### Power grid, run 1

Scale bar: 50 um. Pins as bars on the die edge.
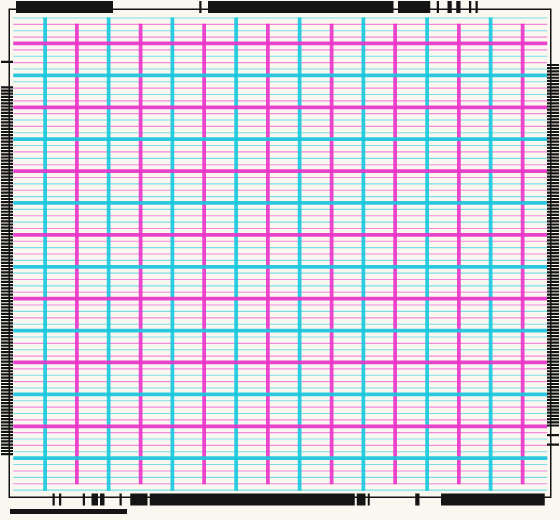
### Metal layers overlaid, run 1

Scale bar: 50 um. Only two layers are drawn.
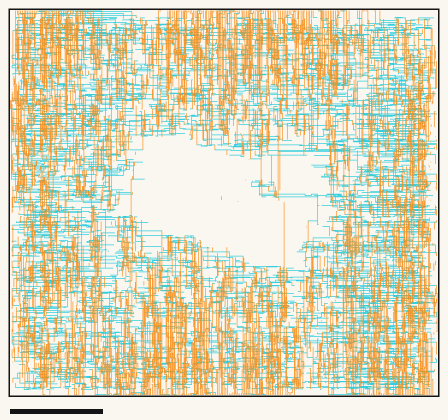
### Metal 2, run 1

Scale bar: 50 um.
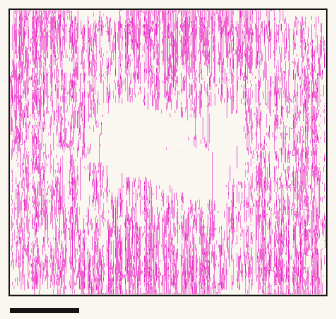
### The clock network, run 1

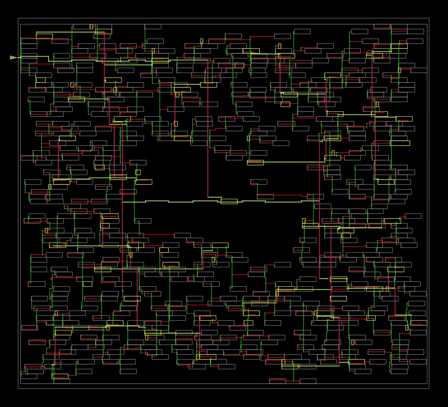
File: config.mk
export PLATFORM = sky130hd
export DESIGN_NAME = mesh_link_buffer_flat
export DESIGN_NICKNAME = d
export VERILOG_FILES = /design/src/rtl/mesh_link_buffer_if.sv /design/src/rtl/mesh_link_buffer.sv /design/src/flat_wrapper.sv
export SDC_FILE = /design/constraint.sdc
export NUM_CORES = 1
export LEC_CHECK = 0
export CAP_MARGIN = 10
export CORE_ASPECT_RATIO = 0.9
export CORE_UTILIZATION = 56
export DETAILED_ROUTE_END_ITERATION = 16
export GPL_TIMING_DRIVEN = 0
export PLACE_DENSITY = 0.87
export SLEW_MARGIN = 10
export SYNTH_ARGS = -nofsm -noshare
export SYNTH_HDL_FRONTEND = slang
export SYNTH_SLANG_ARGS = --single-unit
File: constraint.sdc
create_clock -name clk -period 3.5 [get_ports clk]
set_clock_uncertainty 0.05 [all_clocks]
set_input_delay 1.05 -clock clk [delete_from_list [all_inputs] [get_ports clk]]
set_output_delay 1.05 -clock clk [all_outputs]
set_load 0.01 [all_outputs]
File: src/rtl/mesh_link_buffer_if.sv
// Link bundle between mesh_link_buffer and its neighbours: upstream si/di/ri and
// downstream so/dout/ro, plus per-channel occupancy and the terminated-edge drop count.
interface mesh_link_buffer_if #(
    parameter int PACKET_WIDTH = 64,
    parameter int NUM_CH       = 4,
    parameter int DEPTH        = 2
);
    localparam int OW = $clog2(DEPTH) + 1;

    // Handshake: a flit moves on channel k at a rising clk edge exactly when the
    // sender's valid (si/so) and the receiver's ready (ri/ro) are both 1 on that edge.
    logic [NUM_CH-1:0]              si;
    logic [NUM_CH*PACKET_WIDTH-1:0] di;
    logic [NUM_CH-1:0]              ri;
    logic [NUM_CH-1:0]              so;
    logic [NUM_CH*PACKET_WIDTH-1:0] dout;
    logic [NUM_CH-1:0]              ro;
    logic [NUM_CH*OW-1:0]           occ;
    logic [15:0]                    drop_cnt;

    // master is the surrounding fabric: it drives upstream flits and downstream ready.
    modport master (output si, di, ro, input ri, so, dout, occ, drop_cnt);
    modport slave  (input si, di, ro, output ri, so, dout, occ, drop_cnt);
endinterface

File: src/rtl/mesh_link_buffer.sv
// Per-channel link stage: MODE 0 wires through, MODE 1 buffers DEPTH flits per
// channel with a registered ready, MODE 2 sinks every flit and counts the drops.
module mesh_link_buffer #(
    parameter int PACKET_WIDTH = 64,
    parameter int NUM_CH       = 4,
    parameter int DEPTH        = 2,
    parameter int MODE         = 1
) (
    input logic               clk,
    input logic               reset,
    mesh_link_buffer_if.slave link
);
    localparam int OW = $clog2(DEPTH) + 1;
    localparam int PW = $clog2(DEPTH);

    if (MODE == 1) begin : g_buffered
        localparam logic [OW-1:0] FULL = OW'(DEPTH);

        logic [PACKET_WIDTH-1:0] mem_q    [NUM_CH][DEPTH];
        logic [PACKET_WIDTH-1:0] mem_d    [NUM_CH][DEPTH];
        logic [PW-1:0]           wr_ptr_q [NUM_CH];
        logic [PW-1:0]           wr_ptr_d [NUM_CH];
        logic [PW-1:0]           rd_ptr_q [NUM_CH];
        logic [PW-1:0]           rd_ptr_d [NUM_CH];
        logic [OW-1:0]           occ_q    [NUM_CH];
        logic [OW-1:0]           occ_d    [NUM_CH];
        logic [NUM_CH-1:0]       push;
        logic [NUM_CH-1:0]       pop;

        logic [NUM_CH-1:0]              ri_c;
        logic [NUM_CH-1:0]              so_c;
        logic [NUM_CH*PACKET_WIDTH-1:0] do_c;
        logic [NUM_CH*OW-1:0]           occ_c;

        always_comb begin
            push     = '0;
            pop      = '0;
            mem_d    = mem_q;
            wr_ptr_d = wr_ptr_q;
            rd_ptr_d = rd_ptr_q;
            occ_d    = occ_q;
            for (int k = 0; k < NUM_CH; k++) begin
                // push qualifies on registered occupancy, so ri never sees ro
                push[k] = link.si[k] && (occ_q[k] != FULL);
                pop[k]  = link.ro[k] && (occ_q[k] != '0);
                if (push[k]) begin
                    mem_d[k][wr_ptr_q[k]] = link.di[k*PACKET_WIDTH +: PACKET_WIDTH];
                    wr_ptr_d[k]           = wr_ptr_q[k] + 1'b1;
                end
                if (pop[k]) begin
                    rd_ptr_d[k] = rd_ptr_q[k] + 1'b1;
                end
                if (push[k] && !pop[k]) begin
                    occ_d[k] = occ_q[k] + 1'b1;
                end else if (pop[k] && !push[k]) begin
                    occ_d[k] = occ_q[k] - 1'b1;
                end
            end
        end

        always_ff @(posedge clk or negedge reset) begin
            if (!reset) begin
                for (int k = 0; k < NUM_CH; k++) begin
                    wr_ptr_q[k] <= '0;
                    rd_ptr_q[k] <= '0;
                    occ_q[k]    <= '0;
                    for (int e = 0; e < DEPTH; e++) begin
                        mem_q[k][e] <= '0;
                    end
                end
            end else begin
                mem_q    <= mem_d;
                wr_ptr_q <= wr_ptr_d;
                rd_ptr_q <= rd_ptr_d;
                occ_q    <= occ_d;
            end
        end

        // Empty channels present zero data so nothing stale leaks downstream.
        always_comb begin
            ri_c  = '0;
            so_c  = '0;
            do_c  = '0;
            occ_c = '0;
            for (int k = 0; k < NUM_CH; k++) begin
                ri_c[k]             = (occ_q[k] != FULL);
                so_c[k]             = (occ_q[k] != '0);
                occ_c[k*OW +: OW]   = occ_q[k];
                if (so_c[k]) begin
                    do_c[k*PACKET_WIDTH +: PACKET_WIDTH] = mem_q[k][rd_ptr_q[k]];
                end
            end
        end

        assign link.ri       = ri_c;
        assign link.so       = so_c;
        assign link.dout     = do_c;
        assign link.occ      = occ_c;
        assign link.drop_cnt = '0;

    end else if (MODE == 2) begin : g_terminated
        logic [15:0] drop_cnt_q;
        logic [15:0] drop_cnt_d;
        logic [16:0] sum;

        // One spare bit catches the carry so the count saturates instead of wrapping.
        always_comb begin
            sum = {1'b0, drop_cnt_q};
            for (int k = 0; k < NUM_CH; k++) begin
                sum = sum + {16'd0, link.si[k]};
            end
            drop_cnt_d = sum[16] ? 16'hFFFF : sum[15:0];
        end

        always_ff @(posedge clk or negedge reset) begin
            if (!reset) begin
                drop_cnt_q <= '0;
            end else begin
                drop_cnt_q <= drop_cnt_d;
            end
        end

        assign link.ri       = '1;
        assign link.so       = '0;
        assign link.dout     = '0;
        assign link.occ      = '0;
        assign link.drop_cnt = drop_cnt_q;

    end else begin : g_bypass
        assign link.ri       = link.ro;
        assign link.so       = link.si;
        assign link.dout     = link.di;
        assign link.occ      = '0;
        assign link.drop_cnt = '0;
    end
endmodule

File: src/flat_wrapper.sv
// flat-port wrapper written by rule: the top's interface ports become plain ports
module mesh_link_buffer_flat 
#(
    parameter int PACKET_WIDTH = 64,
    parameter int NUM_CH       = 4,
    parameter int DEPTH        = 2,
    parameter int MODE         = 1
)
  (clk, reset, link_si, link_di, link_ro, link_ri, link_so, link_dout, link_occ, link_drop_cnt);
  mesh_link_buffer_if #(.PACKET_WIDTH(PACKET_WIDTH), .NUM_CH(NUM_CH), .DEPTH(DEPTH)) link_i ();
  input logic clk;
  input logic reset;
  input wire logic [$bits(link_i.si)-1:0] link_si;
  input wire logic [$bits(link_i.di)-1:0] link_di;
  input wire logic [$bits(link_i.ro)-1:0] link_ro;
  output wire logic [$bits(link_i.ri)-1:0] link_ri;
  output wire logic [$bits(link_i.so)-1:0] link_so;
  output wire logic [$bits(link_i.dout)-1:0] link_dout;
  output wire logic [$bits(link_i.occ)-1:0] link_occ;
  output wire logic [$bits(link_i.drop_cnt)-1:0] link_drop_cnt;
  assign link_i.si = link_si;
  assign link_i.di = link_di;
  assign link_i.ro = link_ro;
  assign link_ri = link_i.ri;
  assign link_so = link_i.so;
  assign link_dout = link_i.dout;
  assign link_occ = link_i.occ;
  assign link_drop_cnt = link_i.drop_cnt;
  mesh_link_buffer #(.PACKET_WIDTH(PACKET_WIDTH), .NUM_CH(NUM_CH), .DEPTH(DEPTH), .MODE(MODE)) u_core (.clk(clk), .reset(reset), .link(link_i));
endmodule
==> run notes, run 1 <==
Figures from the implementation reports.

- The cts-stage hold buffer count is 0.
- Yosys stat counts 1,737 cells in the synthesized netlist.
- The top logic cell by instance count in the layout is clkdlybuf4s50_1.
- Based on the critical path, the design can be clocked at up to 0.291 GHz.
- The sequential cells in the finished layout cover a total of 13,200 um2.
- The most popular library cell in the synthesized design by count is dfrtp_1.
- The filler cells instantiated in the layout total 2,664.
- By count the netlist is led by dfrtp_1 (528), mux2_4 (480), nor2_1 (264), mux2i_1 (256), buf_12 (56).
- The number of flops mapped to enable cells by yosys reads 0.
- The flow ran to the end, and the final reports show no timing, DRC or antenna violations.
- For this run, the post-layout net count is 2,617.
- The buffer_ports step reported a buffer count of 537.
- The worst-case vdd ir drop is 0.000683 V.
- The area of placed instances is 32,600 um2.
- The total via count in the routed design reads 16,200.
- The yosys stat chip area is 26,200 um2.
- The biggest area consumer among synthesized cells is dfrtp_1.
- The proportion of layout cells with a drive suffix above 1 reads 0.296.
- Entering global routing, the biggest net connects 105 pins.
- The most critical setup path has its endpoint at link_dout[38].
- Subtracting the final worst setup slack from the clock period gives 3.44 ns.
- The DRC marker count from the first detailed-route iteration reads 896.
- The clock tree root buffer cell reads clkbuf_16.
- Per the run summary, max-cap violations total 0.
- The script parses the final routing iteration and logs DRC violations as 0.
- The pin slew with the least headroom to its limit is 0.556 ns.
- The fraction of registers with async set or reset after synthesis reads 1.00.
- The worst setup margin reads 0.0633 ns.
- In this run the critical path is formed by nor2_2 > buf_4 > clkbuf_4 > nor2_1 > clkdlybuf4s50_1.
- Looking at the reg2reg group, the worst path starts from u_core.link.occ[0]$_DFFE_PN0P_.
- The worst register-to-register path ends at u_core.g_buffered.mem_q[412]$_DFFE_PN0P_.
- The count of synthesis-stage warnings from yosys reads 0.
- The maximum net fanout on the critical path is 10.
- The worst setup slack after placement reads -0.0448 ns.
- Setup repair after global routing could not meet its margin everywhere.
- The count of mapped cells out of synthesis reads 1,737.
- Yosys mapped the design onto 20 distinct sky130hd cell types.
- The power per unit of standard cell area is 1100 nW/um2.
- The core box area is 45,800 um2.
- The routed wire length per instance is 22.3 um.
- The setup slack of the worst register-to-register path is 1.81 ns.
- The number of core rows is 74.
- The overall fraction of global-route tracks in use reads 0.278.
- For reference, the top cells by area after synthesis are dfrtp_1 (50%), mux2_4 (27%), mux2i_1 (9.8%).
- The type of the tightest min-delay check is in2async.
- The timing report gives the biggest stage delay along the critical path as 0.58 ns.
- The share of synthesized area occupied by flip-flops and latches reads 0.503.
- The average instance in the mapped netlist occupies 15.1 um2.
- The post-route utilization of the core is recorded as 0.750.
- The final cell count without fillers reads 3,006.
- Once detailed placement completed, the half-perimeter wirelength came to 46,700 um.
- The number of buffer and inverter instances along the worst setup path is 3.
- The number of global-route vias before repair came to 17,800.
- CTS built an H-tree with a depth of 2.
- The global-route wire length before repair is 104,000 um.
- The most critical hold endpoint after final layout shows a slack of 0.377 ns.
- The area share of the largest cell type after synthesis is 0.503.
- The horizontal die dimension is 230 um.
- The total setup buffers inserted after CTS is 0.
- For this design the top-level I/O count stands at 554.
- The floorplan die height is 207 um.
- The finished cells cover 34,400 um2.
- The flop and latch count out of synthesis reads 528.
- The routed wire length is 66,900 um.
- In this run the layout overhead on the synthesized area is reported as 31.0%.
- The cell family with the largest share of critical-path delay is buffers and inverters.
Back to the opening pictures, 'Power grid':
- VDD: magenta
- VSS: cyan
- met5 straps: 14
- signal pins: 554

Back to the opening pictures, 'Metal layers overlaid':
- met1: cyan (wire length 27.0 mm)
- met2: orange (wire length 33.4 mm)

Back to the opening pictures, 'Metal 2':
- main direction: vertical
- longest straight run: 71.7 um
- nets with wire on the layer: 2,478

Back to the opening pictures, 'The clock network':
number of buffers added by the clock tree synthesis step: 51
clk_buf instances: 83
Clk power: 0.00540 W
layout sequential cell count: 528
insertion delay at the late pin of the worst-skew pair: 0.58 ns

## run 1: routing by layer
layer | wire length (um) | GRT usage
met3 | 4290 | 0.0740
met2 | 33400 | 0.466
met4 | 2110 | 0.101
met1 | 27000 | 0.345
met5 | 47 | 0
## run 1: report_power, final
part	internal (W)	switching (W)	total, W
combinational	0.0125	0.00848	0.0210
clock	0.00307	0.00234	0.00540
sequential	0.00931	0.00203	0.0113
## run 1: stage by stage
| step | TNS (ns) | power (W) |
|---|---|---|
| final | 0 | 0.0377 |
| after global routing | -0.000838 | 0.0395 |
| after CTS | 0 | 0.0378 |
| after detailed placement | -0.0448 | 0.0318 |
| after global placement | - | 0.0312 |
| after floorplan | 0 | 0.0235 |
## run 1: layout make-up
| class | instances | area share |
|---|---|---|
| inverters | 4 | 0.000437 |
| clock buffers | 83 | 0.0448 |
| well taps | 608 | 0.0221 |
| multi-input cells | 1092 | 0.337 |
| diodes | 12 | 0.000873 |
| plain buffers | 128 | 0.0472 |
| clock inverters | 9 | 0.00211 |
| flip-flops and latches | 528 | 0.385 |
| repair buffers | 542 | 0.161 |
## run 1: registers in the layout, summed over array words and instances (netlist names)
| name | flops |
|---|---|
| u_core.g_buffered.mem_q | 512 |
| u_core.g_buffered.wr_ptr_q | 4 |
| u_core.g_buffered.rd_ptr_q | 4 |
| u_core.link.occ | 8 |
## run 1: worst register-to-register path, cell delays in order (launching register included)
cell      delay, ns
dfrtp_1        0.47
nand2b_4       0.20
and3_4         0.20
buf_12         0.16
buf_12         0.17
mux2_4         0.32
## run 1: kinds of logic after synthesis
family,after synthesis,share of synthesized area
AND/OR/NAND/NOR,284,0.0450
XOR/XNOR,20,0.00667
flip-flops,528,0.503
other,1,0.000143
buffers and inverters,132,0.0570
adder cells (fa/ha/maj),4,0.00191
multiplexers,768,0.386
### M3 wires, run 1

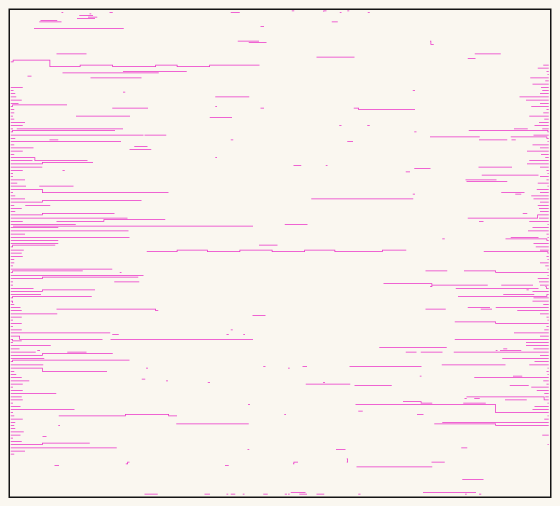

--- run 2 (diff from run 1) ---
Settings changed: GPL_TIMING_DRIVEN 0 to 1, RECOVER_POWER from default to 50.
### M3 wires, run 2

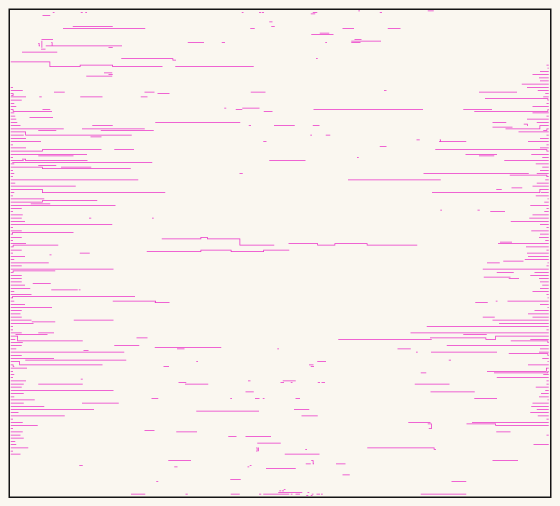
- nets with wire on the layer: 334
- share of all routed wire: 6.2%

==> run 2 against run 1 <==
The run now ends with capacitance limit, slew limit left; die size is the same; register-to-register slack lost 1.2 ns; total power shrank 2.3%; non-clock buffer count shrank 53; cell count shrank 1.9%; hold slack gained 0.060 ns; critical endpoint is now link_dout[121]; sequential power is essentially flat; count of clock-buffer cells in the layout shrank 10; utilization shrank 2.3 points.
==> run notes, run 2 <==
Figures from the implementation reports.

- Status: finished with violations (was finished, final reports clean).
- The checks that failed: capacitance limit, slew limit.
- The number of buffers added by the clock tree synthesis step reads 53 (was 51).
- The total count of hold-check failures in the final report reads 0 (unchanged).
- The static power due to leakage is 15.3 nW (was 16.0 nW).
- The launching element type of the critical path is a flop (unchanged).
- The launching element of the worst setup path reads u_core.link.occ[3]$_DFFE_PN0P_ (was u_core.link.occ[0]$_DFFE_PN0P_).
- The part of the total power dissipated in combinational logic is 0.529 (was 0.556).
- The number of global-route vias before repair is 17,900 (was 17,800).
- The area growth from synthesis to layout came to 27.0% (was 31.0%).
- The final critical delay including setup and external delays reads 3.44 ns (about the same).
- The critical path capture point type reads an output pin (unchanged).
- The worst reg2reg path startpoint is u_core.link.occ[6]$_DFFE_PN0P_ (was u_core.link.occ[0]$_DFFE_PN0P_).
- The floorplan die height was 207 um (unchanged).
- The biggest area consumer among synthesized cells is dfrtp_1 (unchanged).
- The maximum net fanout on the critical path is 65 (was 10).
- The number of flops mapped to enable cells by yosys was 0 (unchanged).
- The routed wire length is 66,400 um (was 66,900 um).
- The required time of the critical path reads 2.40 ns (about the same).
- The portion of netlist area occupied by mux cells is 0.386 (unchanged).
- The number of detailed-routing iterations run before antenna repair came to 5 (unchanged).
- The area fraction in compound gates is 0 (unchanged).
- The fraction of registers with async set or reset after synthesis reads 1.00 (unchanged).
- The top logic cell by instance count in the layout is clkdlybuf4s50_1 (unchanged).
- Top area cell types: dfrtp_1 (50%), mux2_4 (27%), mux2i_1 (9.8%) (unchanged).
- The CTS clock-pin slew for the worst setup and hold paths was 0.06 ns (about the same).
- The met2 wire length reads 33,200 um (was 33,400 um).
- The routed via count divided by cell count was 5.45 (was 5.38).
- The switching share of total power is 0.344 (was 0.341).
- The clock tree from TritonCTS reads yes (unchanged).
- The flip-flop count of the largest register, all copies and words added reads 512 (unchanged).
- The number of OpenROAD warnings is 26 (was 36).
- The insertion delay of the later-clocked pin in the worst-skew pair is 0.59 ns (was 0.58 ns).
- The number of antenna violations at the first check in global routing reads 13 (was 14).
- The core box area reads 45,800 um2 (unchanged).
- The maximum operating frequency reads 0.291 GHz (about the same).
- The number of different library cells in the post-synthesis netlist reads 20 (unchanged).
- The die area reads 47,700 um2 (unchanged).
- The total setup buffers inserted after CTS is 3 (was 0).
- The number of cells in the design after placement reads 2,830 (was 2,902).
- The headroom to the max-slew limit came to -0.601 (was 0.629).
- The worst setup margin reads 0.0595 ns (was 0.0633 ns).
- The busiest layer in global routing is met2 (unchanged).
- The type of the tightest min-delay check is reg2reg (was in2async).
- The count of nets left with antenna violations after detail routing is 0 (unchanged).
- The share of synthesized area occupied by flip-flops and latches reads 0.503 (unchanged).
- The number of core rows came to 74 (unchanged).
- The horizontal die dimension is 230 um (unchanged).
- The critical-path cell with the highest stage delay is clkdlybuf4s50_1 (unchanged).
- The flop and latch count out of synthesis is 528 (unchanged).
- The worst setup path endpoint is link_dout[121] (was link_dout[38]).
- The met3 wire length reads 4110 um (was 4290 um).
- The net total in the final layout reads 2,566 (was 2,617).
- The worst-case vdd ir drop reads 0.00108 V (was 0.000683 V).
- The register name with the most flops reads u_core.g_buffered.mem_q (unchanged).
- The number of cells traversed by the worst register-to-register path is 4 (was 5).
- The pin slew with the least headroom to its limit reads 2.40 ns (was 0.556 ns).
- The internal power consumption is 0.0242 W (was 0.0249 W).
- The residual DRC count is 0 (unchanged).
- The yosys stat chip area reads 26,200 um2 (unchanged).
- The effective utilization at floorplan is 0.573 (unchanged).
- The wire length the detailed router placed on met1 is 26,500 um (was 27,000 um).
- The prevailing logic family in the synthesized netlist reads multiplexers (unchanged).
- The met2 routing resource usage after global routing reads 0.456 (was 0.466).
- The count of synthesis-stage warnings from yosys reads 0 (unchanged).
- The most common cell type on the critical path is nor2_1.
- The max-capacitance violation count was 2 (was 0).
- The largest stage delay on the critical path reads 0.69 ns (was 0.58 ns).
- The arithmetic-cell share of the synthesized area counting full adders, half adders and majority gates is 0.00191 (unchanged).
- The area of the mapped netlist reads 26,200 um2 (unchanged).
- The DRC marker count from the first detailed-route iteration is 879 (was 896).
- The sum of negative setup slack is 0 ns (unchanged).
- Setup repair after global routing missed its margin: no (was yes).
- The reg-to-reg endpoint reads u_core.g_buffered.mem_q[49]$_DFFE_PN0P_ (was u_core.g_buffered.mem_q[412]$_DFFE_PN0P_).
- The global placement routability congestion is 0.855 (was 0.831).
- The overall fraction of global-route tracks in use is 0.277 (was 0.278).
- The dominant register cell is dfrtp_1 (unchanged).
- The maximum level of the CTS H-tree is 2 (unchanged).
- The global-route congestion overflow total is 0 (unchanged).
- The startpoint-to-endpoint class of the critical path is reg2out (unchanged).
- The count of mapped cells out of synthesis reads 1,737 (unchanged).
- The clock network power consumption is 0.00581 W (was 0.00540 W).
- The power in combinational cells is 0.0195 W (was 0.0210 W).
- The proportion of layout cells with a drive suffix above 1 is 0.237 (was 0.296).
- The net switching component of the power is 0.0127 W (was 0.0128 W).
- The setup slack of the worst register-to-register path is 0.65 ns (was 1.81 ns).
- The clock tree root buffer cell reads clkbuf_16 (unchanged).
- The power per unit of standard cell area is 1110 nW/um2 (was 1100 nW/um2).
- The pin count of the biggest net entering global routing was 79 (was 105).
- The topmost layer with routed signal wires reads met5 (unchanged).
- The number of primary I/O pins reads 554 (unchanged).
- The routed wire length per instance is 22.5 um (was 22.3 um).
- The final cell utilization of the core is 0.727 (was 0.750).
- The total power draw came to 0.0368 W (was 0.0377 W).
- Most used cells in the layout excluding fill and tap cells: clkdlybuf4s50_1 (532), dfrtp_1 (524), mux2_4 (382) (was clkdlybuf4s50_1 (532), dfrtp_1 (521), mux2_4 (480)).
- The synthesized area divided by synthesized cell count is 15.1 um2 (unchanged).
- The number of pins exceeding their max-slew limit in the final report reads 100 (was 0).
- The worst setup slack after placement reads 0.502 ns (was -0.0448 ns).
- The area share of the largest cell type after synthesis came to 0.503 (unchanged).
- The number of cell instances after yosys synthesis reads 1,737 (unchanged).
- The highest-power group reads combinational logic (unchanged).
- The cts-stage hold buffer count is 0 (unchanged).
- The global-route wire length before repair is 104,000 um (about the same).
- The critical path data arrival time came to 2.34 ns (about the same).
- The sequential share of power came to 0.313 (was 0.301).
- The number of buffers added on ports is 537 (unchanged).
- The number of cells upsized or downsized after cts is 2 (was 66).
- The half-perimeter wire length of the detailed placement result came to 45,100 um (was 46,700 um).
- The part of the cycle the worst path needs is 0.983 (was 0.982).
- The final cell count without fillers is 2,950 (was 3,006).
- The xor/xnor cell area share of the yosys netlist was 0.00667 (unchanged).
- The power consumed by sequential cells came to 0.0115 W (was 0.0113 W).
- The setup-violating endpoint count in the final report came to 0 (unchanged).
- The number of buffers between clock root and the deepest sink is 3 (unchanged).
- Leading post-synthesis cells by instance count: dfrtp_1 (528), mux2_4 (480), nor2_1 (264), mux2i_1 (256), buf_12 (56) (unchanged).
- The total via count in the routed design is 16,100 (was 16,200).
- The most popular library cell in the synthesized design by count is dfrtp_1 (unchanged).
- The fraction of met3 tracks used by global routing is 0.0670 (was 0.0740).
- Series of cell instances along the critical path: nor2_1 > buf_12 > nor2_1 > clkdlybuf4s50_1 (was nor2_2 > buf_4 > clkbuf_4 > nor2_1 > clkdlybuf4s50_1).
- The met1 routing resource usage after global routing was 0.349 (was 0.345).
- The post-synthesis simple-gate area fraction reads 0.0450 (unchanged).
- The clock network fraction of design power reads 0.158 (was 0.143).
- The clock net sink count is 528 (unchanged).
## run 2: cell counts after synthesis
No cell type changed its count.
## run 2: cell type report
class / instances / area (um2)
Multi-Input combinational cell: 1092 / 11200
Clock buffer: 73 / 1520
Sequential cell: 528 / 13200
Clock inverter: 20 / 240
Inverter: 4 / 15.0
Fill cell: 2808 / 12500
Tap cell: 608 / 761
Timing Repair Buffer: 617 / 6320
Antenna cell: 8 / 20.0
## run 2: logic make-up after synthesis
kind of cell,count (synthesis)
muxes,768
DFF,528
and+or+nand+nor,284
buffers and inverters,132
xor gates and xnor gates,20
adders and majority gates,4
other,1
## run 2: worst min-delay path by stage
stage,startpoint,to,slack [ns],cells after the start
finish,u_core.g_buffered.mem_q[215]$_DFFE_PN0P_,u_core.g_buffered.mem_q[215]$_DFFE_PN0P_,0.44,1
global route,u_core.g_buffered.mem_q[383]$_DFFE_PN0P_,u_core.g_buffered.mem_q[383]$_DFFE_PN0P_,0.45,1
global placement,u_core.g_buffered.mem_q[320]$_DFFE_PN0P_,u_core.g_buffered.mem_q[320]$_DFFE_PN0P_,0.42,1
floorplan,u_core.g_buffered.wr_ptr_q[0]$_DFFE_PN0P_,u_core.g_buffered.wr_ptr_q[0]$_DFFE_PN0P_,0.41,1
CTS,reset,u_core.g_buffered.mem_q[260]$_DFFE_PN0P_,0.44,1
detailed placement,u_core.g_buffered.mem_q[383]$_DFFE_PN0P_,u_core.g_buffered.mem_q[383]$_DFFE_PN0P_,0.43,1
## run 2: per-stage QoR
step                instance area (um2)  hold WS, ns
floorplan                         26300        0.407
global placement                  31900        0.416
detailed placement                31900        0.425
CTS                               33700        0.441
global route                      33300        0.447
finish                            33300        0.437
## run 2: critical path, delay by kind of cell, from the launching register on
family	cells	cell delay (ns)
buf+inv	2	0.89
flops	1	0.45
simple gates	2	0.36
Power and IR drop assume default switching activity.
